**Run 1: metal 4**

Scale: 6 px per um. Supply wires on this layer in gray.
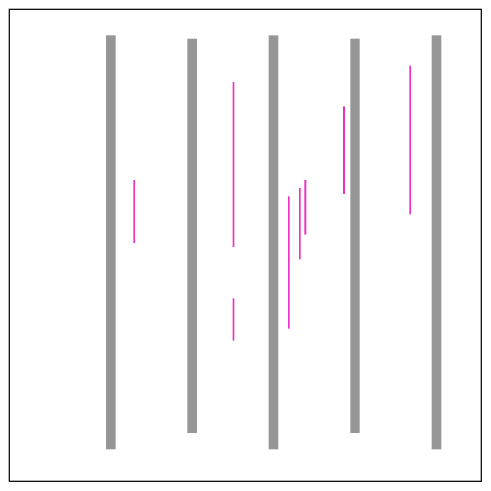
**Run 1: wiring by layer**

Scale: 6 px per um. Only two layers are drawn.
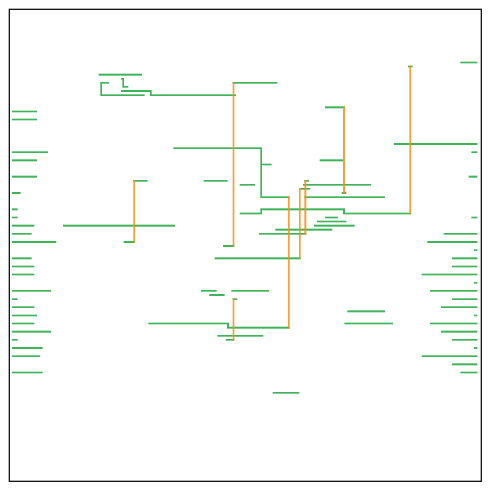
**Run 1: congestion heat map**

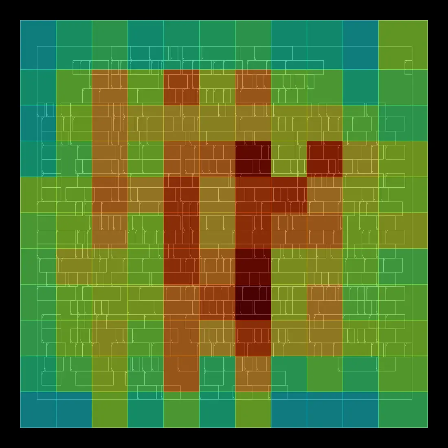
--- src/rtl/lfsr_axi_master.sv ---
// Sequences an AXI-Lite LFSR peripheral: configure, read cfg_count samples, disable.
// Latency: 2+ cycles per write, 3+ cycles per read sample, plus one DONE cycle.
// Backpressure: one AXI transaction at a time; next read waits for sample_ready.
module lfsr_axi_master #(
  parameter int ADDR_WIDTH = 4,
  parameter int DATA_WIDTH = 8
) (
  input  logic                  clk,
  input  logic                  resetn,
  input  logic                  start,
  input  logic [7:0]            cfg_seed,
  input  logic [7:0]            cfg_taps,
  input  logic [7:0]            cfg_count,
  output logic                  busy,
  output logic                  done,
  output logic                  error,
  output logic [7:0]            sample_data,
  output logic                  sample_valid,
  input  logic                  sample_ready,
  output logic [ADDR_WIDTH-1:0] m_axi_awaddr,
  output logic                  m_axi_awvalid,
  input  logic                  m_axi_awready,
  output logic [DATA_WIDTH-1:0] m_axi_wdata,
  output logic                  m_axi_wvalid,
  input  logic                  m_axi_wready,
  input  logic [1:0]            m_axi_bresp,
  input  logic                  m_axi_bvalid,
  output logic                  m_axi_bready,
  output logic [ADDR_WIDTH-1:0] m_axi_araddr,
  output logic                  m_axi_arvalid,
  input  logic                  m_axi_arready,
  input  logic [DATA_WIDTH-1:0] m_axi_rdata,
  input  logic                  m_axi_rvalid,
  output logic                  m_axi_rready
);

  // Peripheral register map
  localparam int REG_CTRL = 0;
  localparam int REG_SEED = 4;
  localparam int REG_TAPS = 8;
  localparam int REG_DATA = 12;

  // Write slots: 0 ctrl=0, 1 seed, 2 taps, 3 ctrl=load, 4 ctrl=enable, 5 ctrl=0 (final)
  localparam logic [2:0] WR_LAST_CFG = 3'd4;
  localparam logic [2:0] WR_FINAL    = 3'd5;

  typedef enum logic [2:0] {
    IDLE, WR_REQ, WR_RESP, RD_REQ, RD_RESP, SAMPLE, DONE
  } state_t;

  state_t                  state, state_n;
  logic [2:0]              wr_idx, wr_idx_n;
  logic [7:0]              seed_q, taps_q, rd_cnt;
  logic                    err_q;
  logic                    aw_ok, w_ok;
  logic                    aw_hs, w_hs;
  logic                    latch_cfg, load_wr, load_rd, cap_rd, set_err;
  logic [ADDR_WIDTH-1:0]   awaddr_q, araddr_q, wr_addr_n;
  logic [DATA_WIDTH-1:0]   wdata_q, wr_data_n;
  logic [7:0]              sample_q;

  // Valids/readies come only from registered state, never from an incoming ready
  assign m_axi_awvalid = (state == WR_REQ) && !aw_ok;
  assign m_axi_wvalid  = (state == WR_REQ) && !w_ok;
  assign m_axi_bready  = (state == WR_RESP);
  assign m_axi_arvalid = (state == RD_REQ);
  assign m_axi_rready  = (state == RD_RESP);
  assign sample_valid  = (state == SAMPLE);
  assign busy          = (state != IDLE);
  assign done          = (state == DONE);
  assign error         = (state == DONE) && err_q;
  assign m_axi_awaddr  = awaddr_q;
  assign m_axi_wdata   = wdata_q;
  assign m_axi_araddr  = araddr_q;
  assign sample_data   = sample_q;

  assign aw_hs = m_axi_awvalid && m_axi_awready;
  assign w_hs  = m_axi_wvalid && m_axi_wready;

  // State register
  always_ff @(posedge clk) begin
    if (!resetn) state <= IDLE;
    else         state <= state_n;
  end

  // Next-state decode plus the load strobes for the datapath
  always_comb begin
    state_n   = state;
    wr_idx_n  = wr_idx;
    latch_cfg = 1'b0;
    load_wr   = 1'b0;
    load_rd   = 1'b0;
    cap_rd    = 1'b0;
    set_err   = 1'b0;
    case (state)
      IDLE: begin
        if (start) begin
          latch_cfg = 1'b1;
          wr_idx_n  = 3'd0;
          load_wr   = 1'b1;
          state_n   = WR_REQ;
        end
      end
      WR_REQ: begin
        // Each channel may finish on its own cycle or both together
        if ((aw_ok || aw_hs) && (w_ok || w_hs)) state_n = WR_RESP;
      end
      WR_RESP: begin
        if (m_axi_bvalid) begin
          if (m_axi_bresp != 2'b00) begin
            set_err = 1'b1;
            state_n = DONE;
          end else if (wr_idx == WR_FINAL) begin
            state_n = DONE;
          end else if (wr_idx == WR_LAST_CFG) begin
            if (rd_cnt == 8'd0) begin
              wr_idx_n = WR_FINAL;
              load_wr  = 1'b1;
              state_n  = WR_REQ;
            end else begin
              load_rd = 1'b1;
              state_n = RD_REQ;
            end
          end else begin
            wr_idx_n = wr_idx + 3'd1;
            load_wr  = 1'b1;
            state_n  = WR_REQ;
          end
        end
      end
      RD_REQ: begin
        if (m_axi_arready) state_n = RD_RESP;
      end
      RD_RESP: begin
        if (m_axi_rvalid) begin
          cap_rd  = 1'b1;
          state_n = SAMPLE;
        end
      end
      SAMPLE: begin
        if (sample_ready) begin
          if (rd_cnt != 8'd0) begin
            load_rd = 1'b1;
            state_n = RD_REQ;
          end else begin
            wr_idx_n = WR_FINAL;
            load_wr  = 1'b1;
            state_n  = WR_REQ;
          end
        end
      end
      DONE:    state_n = IDLE;
      default: state_n = IDLE;
    endcase
  end

  // Address/data for the write slot about to be issued
  always_comb begin
    wr_addr_n = ADDR_WIDTH'(REG_CTRL);
    wr_data_n = '0;
    case (wr_idx_n)
      3'd1: begin wr_addr_n = ADDR_WIDTH'(REG_SEED); wr_data_n = DATA_WIDTH'(seed_q); end
      3'd2: begin wr_addr_n = ADDR_WIDTH'(REG_TAPS); wr_data_n = DATA_WIDTH'(taps_q); end
      3'd3: wr_data_n = DATA_WIDTH'(2);
      3'd4: wr_data_n = DATA_WIDTH'(1);
      default: ;
    endcase
  end

  // Datapath: config latch, write slot, read countdown, captured sample, handshake tracking
  always_ff @(posedge clk) begin
    if (!resetn) begin
      wr_idx   <= '0;
      seed_q   <= '0;
      taps_q   <= '0;
      rd_cnt   <= '0;
      err_q    <= 1'b0;
      aw_ok    <= 1'b0;
      w_ok     <= 1'b0;
      awaddr_q <= '0;
      wdata_q  <= '0;
      araddr_q <= '0;
      sample_q <= '0;
    end else begin
      wr_idx <= wr_idx_n;
      if (latch_cfg) begin
        seed_q <= cfg_seed;
        taps_q <= cfg_taps;
        rd_cnt <= cfg_count;
        err_q  <= 1'b0;
      end
      if (set_err) err_q <= 1'b1;
      if (load_wr) begin
        awaddr_q <= wr_addr_n;
        wdata_q  <= wr_data_n;
      end
      if (load_rd) araddr_q <= ADDR_WIDTH'(REG_DATA);
      if (cap_rd) begin
        sample_q <= 8'(m_axi_rdata);
        if (rd_cnt != 8'd0) rd_cnt <= rd_cnt - 8'd1;
      end
      // Sticky per-channel completion, cleared whenever WR_REQ is left
      if (state == WR_REQ && state_n == WR_REQ) begin
        aw_ok <= aw_ok | aw_hs;
        w_ok  <= w_ok | w_hs;
      end else begin
        aw_ok <= 1'b0;
        w_ok  <= 1'b0;
      end
    end
  end

endmodule

--- config.mk ---
export PLATFORM = sky130hd
export DESIGN_NAME = lfsr_axi_master
export DESIGN_NICKNAME = d
export VERILOG_FILES = /design/src/rtl/lfsr_axi_master.sv
export SDC_FILE = /design/constraint.sdc
export NUM_CORES = 1
export LEC_CHECK = 0
export CORE_MARGIN = 3
export CORE_UTILIZATION = 51
export DETAILED_ROUTE_END_ITERATION = 16
export GPL_TIMING_DRIVEN = 1
export HOLD_SLACK_MARGIN = 0.02
export PLACE_DENSITY = 0.94
export SYNTH_ARGS = -nofsm -noshare
export SYNTH_HDL_FRONTEND = slang
export SYNTH_SLANG_ARGS = --single-unit
export TNS_END_PERCENT = 30
--- constraint.sdc ---
create_clock -name clk -period 5.75 [get_ports clk]
set_clock_uncertainty 0.05 [all_clocks]
set_input_delay 1.15 -clock clk [delete_from_list [all_inputs] [get_ports clk]]
set_output_delay 1.15 -clock clk [all_outputs]
set_load 0.02 [all_outputs]
==> results.tsv, run 1 <==
metric	value	unit
status	complete, no violations	
setup_tns	0	ps
p_per_area	241.8	nW/um^2
io_pins	76	
clockBufferDepth	2	
top_cells_by_area	dfxtp_1, nand2_1, a21oi_1, nor2_1, a221o_1	
setup_viol	0	
dpl-instance-area	3393	um^2
cts_root_buffer	clkbuf_8	
antenna_found_initial	0	
syn_area_per_cell	8.337	um^2
edf_count	0	
dominantRegCellSynth	dfxtp_1	
min_to	sample_data[7]	
core_region_area	4911	um^2
yosys_warnings	0	
cpMaxStageDelayCell	nand3b_1	
slew_headroom	24.28	%
yosysTopAreaCell	dfxtp_1	
fp-row-count	25	
maxCapViolations	0	
die_y	78.44	um
area_growth	31.32	%
lay_top_cells	clkdlybuf4s50_1, nand2_1, dfxtp_1	
post-dp-hpwl	4844	um
critPathLaunchType	input pin	
fin_ws	2202	ps
fmax	0.2818	GHz
layout-drive-gt1-share	8.073	%
r2r-end	m_axi_wdata[4]	
post_cts_resized	0	
drtIter0Drc	238	
swShare	29.02	%
cts_buffers	5	
power.switching	246.6	uW
worst-path-buf-inv	1	
cts_tree	done	
die_w	78.44	um
ys_cells	321	
synth_cell_types	63	
fin_area	3515	um^2
irDropWorstVdd	0.0001579	V
grt_first_pass_wirelength	11880	um
p_int	603.2	uW
viasPerCell	5.685	
fin_nets	430	
synth_top_area_share	38.90	%
ys_ff	52	
overflow	0	
antenna_cells	0	
ys_area	2676	um^2
cts_num_sinks	52	
crit_arrival	3750	ps
p_leak	0.001237	uW
die-area	6153	um^2
synthCells	321	
min_path_type	reg2reg	
yosys.stat.seqShare	38.90	%
htreeDepth	2	
dr.pass1.iters	5	
rsz0062_at_grt	no	
postCtsSetupRepairBufs	0	
clkTransAtPathRegs	90	ps
post-route-drc-count	0	
synth_area	2676	um^2
fin_crit	3548	ps
hold_violations	0	
seqPwrFrac	47.5	%
period_used_share	61.71	%
cp.required	5950	ps
drv_slew	0	
critical_path.top_delay_family	simple AND/OR/NAND/NOR gates	
reg2regPathDepth	6	
grt_max_degree	41	
timing.rr.start	state[0]	
numPortBuffers	71	
routabilityCongestion	0.8595	
worst-path-max-fanout	23	
max_stage_delay	690	ps
combPwrFrac	21.3	%
fp_util	54.50	%
insertion_delay	310	ps
ys_async_sr_fraction	0	%
min_path_cells	2	
## Picture notes: 'metal 4'
main direction	vertical
wire length on this layer	125 um
nets with wire on the layer	8
longest straight run	27.2 um

## Picture notes: 'wiring by layer'
color	layer	wire length
green	met3	458 um
orange	met4	125 um
mean routed wirelength per cell: 15.78 um
drt total wl: 7116 um
DR vias: 2564
GRT Util Overall: 23.72%

## Picture notes: 'congestion heat map'
met1 Usage GRT: 29.54%
GRT Max-Usage Layer: met2
met3 usage: 5.275%
final core utilization: 71.57%

==> run 1: power by group through the flow <==
stage	combinational [uW]	sequential, uW	clock [uW]
after floorplan	124	399	0
after global placement	171	410	0
after detailed placement	178	411	0
after CTS	180	403	264
after global routing	197	407	278
final	181	404	265
==> run 1: routing by layer <==
layer | track usage (%) | vias up | part of all wire, %
met1 | 29.54 | 1182 | 43
met5 | 0 | - | 0
met3 | 5.275 | 17 | 6.4
met4 | 8.042 | 0 | 1.8
li1 | - | 1254 | -
met2 | 40.41 | 111 | 48
==> run 1: sequential cells by signal, indices dropped and copies added (netlist names) <==
register	flops
err_q	1
m_axi_araddr	1
m_axi_wdata	8
sample_data	8
rd_cnt	8
w_ok	1
wr_idx	3
taps_q	8
seed_q	8
m_axi_awaddr	2
aw_ok	1
state	3
==> run 1: kinds of logic after synthesis <==
family                   after synthesis  share of synthesized area, %
flip-flops                            52                         38.90
buffers and inverters                 31                         5.517
multiplexers                           2                        0.7480
other                                  1                        0.1401
AND/OR/NAND/NOR                      143                         29.78
AND-OR/OR-AND                         88                         23.05
adder cells (fa/ha/maj)                4                         1.870
==> run 1: stage by stage <==
step | hold slack (ps) | cells
2_1_floorplan | 381.7 | 324
3_3_place_gp | 392.6 | 443
3_5_place_dp | 402.4 | 443
4_1_cts | 415.1 | 451
5_1_grt | 431.9 | 451
6_report | 412.7 | 451
==> run 1: worst register-to-register path: stages (launching register included) <==
cell and delay [ps]:
dfxtp_1 810, nor2_1 180, nand3b_1 730, o311ai_1 330, and3_4 290, nor3b_4 180, a221o_1 370
==> run 1: worst max path at each step <==
| stage | from | to | slack [ps] | cells after the start |
|---|---|---|---|---|
| floorplan | m_axi_bresp[1] | m_axi_wdata[2] | 2940 | 6 |
| global placement | start | m_axi_wdata[4] | 2040 | 6 |
| detailed placement | start | m_axi_wdata[2] | 1960 | 6 |
| CTS | state[1] | m_axi_bready | 2240 | 2 |
| global route | start | m_axi_wdata[2] | 2050 | 6 |
| finish | start | m_axi_wdata[4] | 2200 | 6 |
==> run 1: final cells by class <==
type / count / area (um^2)
clock inverter: 2 / 38.79
sequential: 52 / 1041
multi-input combinational: 241 / 1505
timing repair buffer: 73 / 725.7
tap: 67 / 83.83
clock buffer: 6 / 82.58
fill: 394 / 1396
inverter: 10 / 37.54
==> run 1: cells in the mapped netlist (all sizes together) (3+ instances only) <==
master / number
nor3: 6
nor3b: 7
nand3: 5
dfxtp: 52
and3: 3
a221o: 7
a21oi: 40
nor2: 30
inv: 10
clkbuf: 13
and2: 8
a211oi: 5
buf: 8
o21ai: 10
a32oi: 3
nand4b: 3
nand2: 65
ha: 4
or3: 3
==> run 1 -> run 2 <==
--- a/config.mk
+++ b/config.mk
@@ -6,11 +6,11 @@
 export NUM_CORES = 1
 export LEC_CHECK = 0
 export CORE_MARGIN = 3
-export CORE_UTILIZATION = 51
+export CORE_UTILIZATION = 43
 export DETAILED_ROUTE_END_ITERATION = 16
 export GPL_TIMING_DRIVEN = 1
 export HOLD_SLACK_MARGIN = 0.02
-export PLACE_DENSITY = 0.94
+export PLACE_DENSITY = 0.85
 export SYNTH_ARGS = -nofsm -noshare
 export SYNTH_HDL_FRONTEND = slang
 export SYNTH_SLANG_ARGS = --single-unit
==> constraint.sdc (replaced) <==
create_clock -name clk -period 3 [get_ports clk]
set_clock_uncertainty 0.05 [all_clocks]
set_input_delay 0.6 -clock clk [delete_from_list [all_inputs] [get_ports clk]]
set_output_delay 0.6 -clock clk [all_outputs]
set_load 0.02 [all_outputs]
==> run 2 against run 1 <==
Against the previous run: critical path depth grew 2; final cell count grew 3.1%; die size grew 17%; total power grew 81%; routed wire length shrank 5.7%; critical endpoint is now m_axi_wdata[7]; largest power group unchanged.
==> results.tsv, run 2 <==
metric	value	unit	change
dr.pass1.iters	4		-1
ys_async_sr_fraction	0	%	unchanged
maxCapViolations	0		unchanged
critPathLaunchType	register		
insertion_delay	310	ps	about the same
min_path_cells	2		unchanged
worst-path-buf-inv	1		unchanged
fin_ws	280.9	ps	-1921 ps
ys_ff	52		unchanged
period_used_share	90.64	%	
status	complete, no violations		
wl_per_cell	14.43	um	-8.6%
cp.required	3200	ps	-2750 ps
antenna_found_initial	0		unchanged
yosys.stat.seqShare	38.90	%	unchanged
routabilityCongestion	0.8911		+3.7%
fillers	539		+37%
cts_root_buffer	clkbuf_8		
overflow	0		unchanged
fp_util	44.67	%	-9.8 points
antenna_cells	0		unchanged
wirelength	6708	um	-5.7%
r2r-end	m_axi_wdata[7]		
edf_count	0		unchanged
top_cells_by_area	dfxtp_1, nand2_1, a21oi_1, nor2_1, a221o_1		
min_path_type	reg2reg		
fin_crit	2719	ps	
yosys_warnings	0		unchanged
htreeDepth	2		unchanged
core_region_area	5991	um^2	+22%
die_w	84.89	um	+8.2%
xor_share	0	%	unchanged
synth_top_area_share	38.90	%	unchanged
ys_area	2676	um^2	unchanged
worst-path-max-fanout	7		-70%
post-route-drc-count	0		unchanged
die_y	84.89	um	+8.2%
min_to	m_axi_awaddr[3]		
combGateArea	1505	um^2	unchanged
setup_viol	0		unchanged
postCtsSetupRepairBufs	0		unchanged
grt_usage	18.69	%	-5.0 points
p_per_area	434.3	nW/um^2	+80%
timing.rr.start	wr_idx[1]		
fin_nets	436		+1.4%
reg2regPathDepth	8		+2
simple_gate_share	29.78	%	unchanged
clkTransAtPathRegs	90	ps	about the same
rsz0062_at_grt	no		
p_leak	0.001249	uW	+0.96%
dp_cells	457		+3.2%
fmax	0.3678	GHz	
slew_headroom	50.78	%	+26 points
stdcell_count	465		+3.1%
viasPerCell	5.394		-5.1%
irDropWorstVdd	0.0002694	V	+71%
ys_cells	321		unchanged
max_stage_delay	450	ps	-240 ps
clockBufferDepth	2		unchanged
synth.logic.top_family	simple AND/OR/NAND/NOR gates		
drv_slew	0		unchanged
fp-row-count	28		+12%
numPortBuffers	71		unchanged
dominantRegCellSynth	dfxtp_1		
aoi_share	23.05	%	unchanged
top_cell	nand2_1		
run 2: cell count changes in the layout (fill, tap and decap cells not counted):
cell,previous run,this run
clkinv_4,1,0
bufinv_16,1,0
clkinvlp_4,0,2
buf_4,2,8
run 2: worst max path at each step:
stage	slack [ps]	cells after the start	to	from
after floorplan	620	8	rd_cnt[0]	state[2]
after global placement	120	7	m_axi_wdata[6]	m_axi_bresp[1]
after detailed placement	50	7	m_axi_wdata[7]	m_axi_bresp[1]
after CTS	300	8	m_axi_wdata[7]	wr_idx[1]
after global routing	20	8	m_axi_wdata[5]	wr_idx[1]
final	280	8	m_axi_wdata[7]	wr_idx[1]
run 2: stage by stage:
| stage | hold slack (ps) | total power (uW) | cell area, um^2 | util [%] |
|---|---|---|---|---|
| after floorplan | 381.7 | 1003 | 2688 | - |
| after global placement | 393.3 | 1124 | 3448 | 57.56 |
| after global routing | 428.0 | 1617 | 3546 | 59.19 |
| after detailed placement | 398.0 | 1132 | 3448 | 57.56 |
| final | 408.6 | 1540 | 3546 | 59.19 |
| after CTS | 411.8 | 1552 | 3546 | 59.19 |
run 2: layout make-up:
cell class	instances	area share, %
tap	75	2.646
timing repair buffer	79	21.74
inverter	10	1.059
clock buffer	6	2.329
sequential	52	29.36
multi-input combinational	241	42.45
clock inverter	2	0.4234
run 2: cells by family after synthesis:
| group | after synthesis |
|---|---|
| muxes | 2 |
| and+or+nand+nor | 143 |
| buffers and inverters | 31 |
| AOI/OAI and AO/OA | 88 |
| other | 1 |
| DFF | 52 |
| adders and majority gates | 4 |
run 2: tightest hold or removal path, delay by kind of cell (launching register included):
family	cells	cell delay (ps)
compound gates	1	50
flops	1	320
simple gates	1	50
run 2: power by group:
| part | switching, uW | total, uW | internal [uW] |
|---|---|---|---|
| Combinational | 187 | 349 | 162 |
| Clock | 235 | 422 | 187 |
| Sequential | 43.8 | 769 | 725 |
| Total | 465 | 1540 | 1070 |
run 2: per-layer routing:
metal,wire length [um],track usage [%]
met5,0,0
met3,299,3.592
met4,51,4.317
met2,3283,32.81
met1,3074,23.72
**Run 2: where the registers sit**

Scale: 6 px per um.
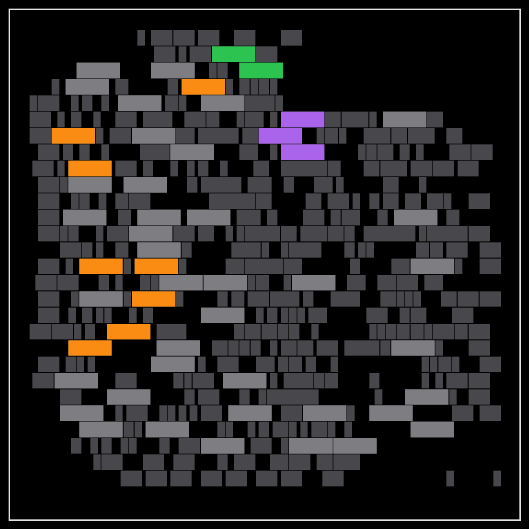
color	signal	sequential cells
orange	`taps_q`	8
green	`m_axi_awaddr`	2
purple	`wr_idx`	3
Seq. pwr: 769 uW
register area: 1041 um^2
final core utilization: 59.19%

==> run 2 -> run 3 <==
--- a/config.mk
+++ b/config.mk
@@ -11,6 +11,7 @@
 export GPL_TIMING_DRIVEN = 1
 export HOLD_SLACK_MARGIN = 0.02
 export PLACE_DENSITY = 0.85
+export SETUP_SLACK_MARGIN = 0.1
 export SYNTH_ARGS = -nofsm -noshare
 export SYNTH_HDL_FRONTEND = slang
 export SYNTH_SLANG_ARGS = --single-unit
**Run 3: congestion heat map**

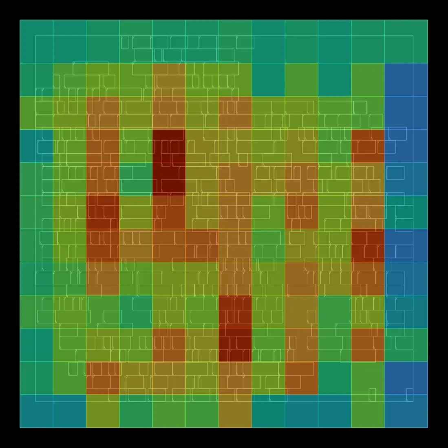
met2 Usage GRT: 32.81%
mean routed wirelength per cell: 14.40 um
met1 Usage GRT: 23.72%
met3 usage: 3.592%

==> run 3 against run 2 <==
Against the previous run: sequential share of layout area is 0.062 points lower; register-to-register slack improved by 70 ps; synthesized cell count unchanged; maximum frequency rose by 1.2%; clock power about the same; die size unchanged; flip-flop count did not move; first-iteration DRC count decreased by 2.7%; largest power group unchanged; highest routed layer unchanged.
==> results.tsv, run 3 <==
metric	value	unit	change
clockBufferDepth	2		unchanged
cts_root_buffer	clkbuf_8		
fp-row-count	28		unchanged
insertion_delay	310	ps	about the same
htreeDepth	2		unchanged
seqPwrFrac	49.9	%	about the same
core_region_area	5991	um^2	unchanged
fillers	538		-0.19%
die_y	84.89	um	unchanged
dominantRegCellSynth	dfxtp_1		
dr.pass1.iters	4		unchanged
worst-path-buf-inv	1		unchanged
antenna_found_initial	0		unchanged
edf_count	0		unchanged
power.total	1540	uW	about the same
p_int	1074	uW	about the same
fin_crit	2687	ps	-32.51 ps
routabilityCongestion	0.8911		unchanged
power.switching	465.4	uW	about the same
critPathLaunchType	register		
min_to	m_axi_awaddr[3]		
status	complete, no violations		
fmax	0.3722	GHz	+1.2%
p_clk_share	27.4	%	about the same
yosys_warnings	0		unchanged
top_cell	nand2_1		
die_w	84.89	um	unchanged
combGateArea	1513	um^2	+0.50%
cp.required	2350	ps	-850 ps
p_per_area	433.3	nW/um^2	-0.21%
swShare	30.22	%	about the same
antenna_cells	0		unchanged
irDropWorstVdd	0.0002696	V	about the same
slew_headroom	50.44	%	-0.34 points
setup_viol	0		unchanged
grt_usage	18.69	%	unchanged
max_stage_delay	690	ps	+240 ps
rsz0062_at_grt	no		
fin_nets	436		unchanged
period_used_share	89.55	%	-1.1 points
r2r-end	m_axi_wdata[7]		
clkTransAtPathRegs	90	ps	about the same
ys_cells	321		unchanged
post-route-drc-count	0		unchanged
drv_slew	0		unchanged
p_leak	0.001249	uW	about the same
ys_area	2676	um^2	unchanged
reg2regPathDepth	8		unchanged
postCtsSetupRepairBufs	0		unchanged
min_path_cells	2		unchanged
worst-path-max-fanout	20		+13
==> run 3: layout make-up <==
cell class,count,area share (%)
Sequential cell,52,29.30
Timing Repair Buffer,79,21.69
Multi-Input combinational cell,241,42.57
Clock buffer,6,2.324
Clock inverter,2,0.4225
Inverter,10,1.056
Tap cell,75,2.641
==> run 3: how the worst max path moves through the flow <==
stage / cells past startpoint / slack, ps / start / end
floorplan: 8 / 620 / state[2] / rd_cnt[0]
global placement: 7 / 120 / m_axi_bresp[1] / m_axi_wdata[6]
detailed placement: 7 / 50 / m_axi_bresp[1] / m_axi_wdata[7]
CTS: 8 / 300 / wr_idx[1] / m_axi_wdata[7]
global route: 8 / 140 / wr_idx[1] / m_axi_wdata[5]
finish: 2 / 310 / state[0] / m_axi_bready
==> run 3: logic make-up (layout without fill, tap and decap cells) <==
| kind of cell | count (synthesis) | after routing | share of synthesized area [%] |
|---|---|---|---|
| buffers and inverters | 31 | 97 | 5.517 |
| multiplexers | 2 | 2 | 0.7480 |
| AND/OR/NAND/NOR | 143 | 143 | 29.78 |
| AND-OR/OR-AND | 88 | 88 | 23.05 |
| flip-flops | 52 | 52 | 38.90 |
| adder cells (fa/ha/maj) | 4 | 4 | 1.870 |
| other | 1 | 4 | 0.1401 |
==> run 3: worst register-to-register path: stages (launching register included) <==
cell,delay [ps]
dfxtp_1,450
inv_1,120
ha_1,220
a211oi_2,370
nand2_1,160
o311ai_2,370
and3_4,300
nor3b_4,350
a221o_1,210
==> run 3: routing by layer <==
metal	vias to the layer above	wire length, um	GRT usage (%)	part of all wire, %
li1	1269	-	-	-
met4	0	54	4.317	0.81
met1	1194	3013	23.72	45
met2	61	3288	32.81	49
met5	-	0	0	0
met3	6	341	3.592	5.1
==> run 3: per-stage QoR <==
step | hold WS, ps | cells | area [um^2] | setup WS (ps) | utilization, %
3_3_place_gp | 393.3 | 457 | 3448 | 116.3 | 57.56
5_1_grt | 428.0 | 465 | 3553 | 140.2 | 59.32
6_report | 408.6 | 465 | 3553 | 313.4 | 59.32
4_1_cts | 411.8 | 465 | 3546 | 302.2 | 59.19
3_5_place_dp | 398.0 | 457 | 3448 | 48.76 | 57.56
2_1_floorplan | 381.7 | 324 | 2688 | 617.8 | -
==> run 3: power by group through the flow <==
stage	Clock, uW	Sequential, uW	Combinational (uW)
after floorplan	0	764	239
after global placement	0	781	343
after detailed placement	0	783	349
after CTS	434	767	352
after global routing	461	773	384
final	421	769	350
Power figures rest on the tool's default switching activity, not on a simulated workload.
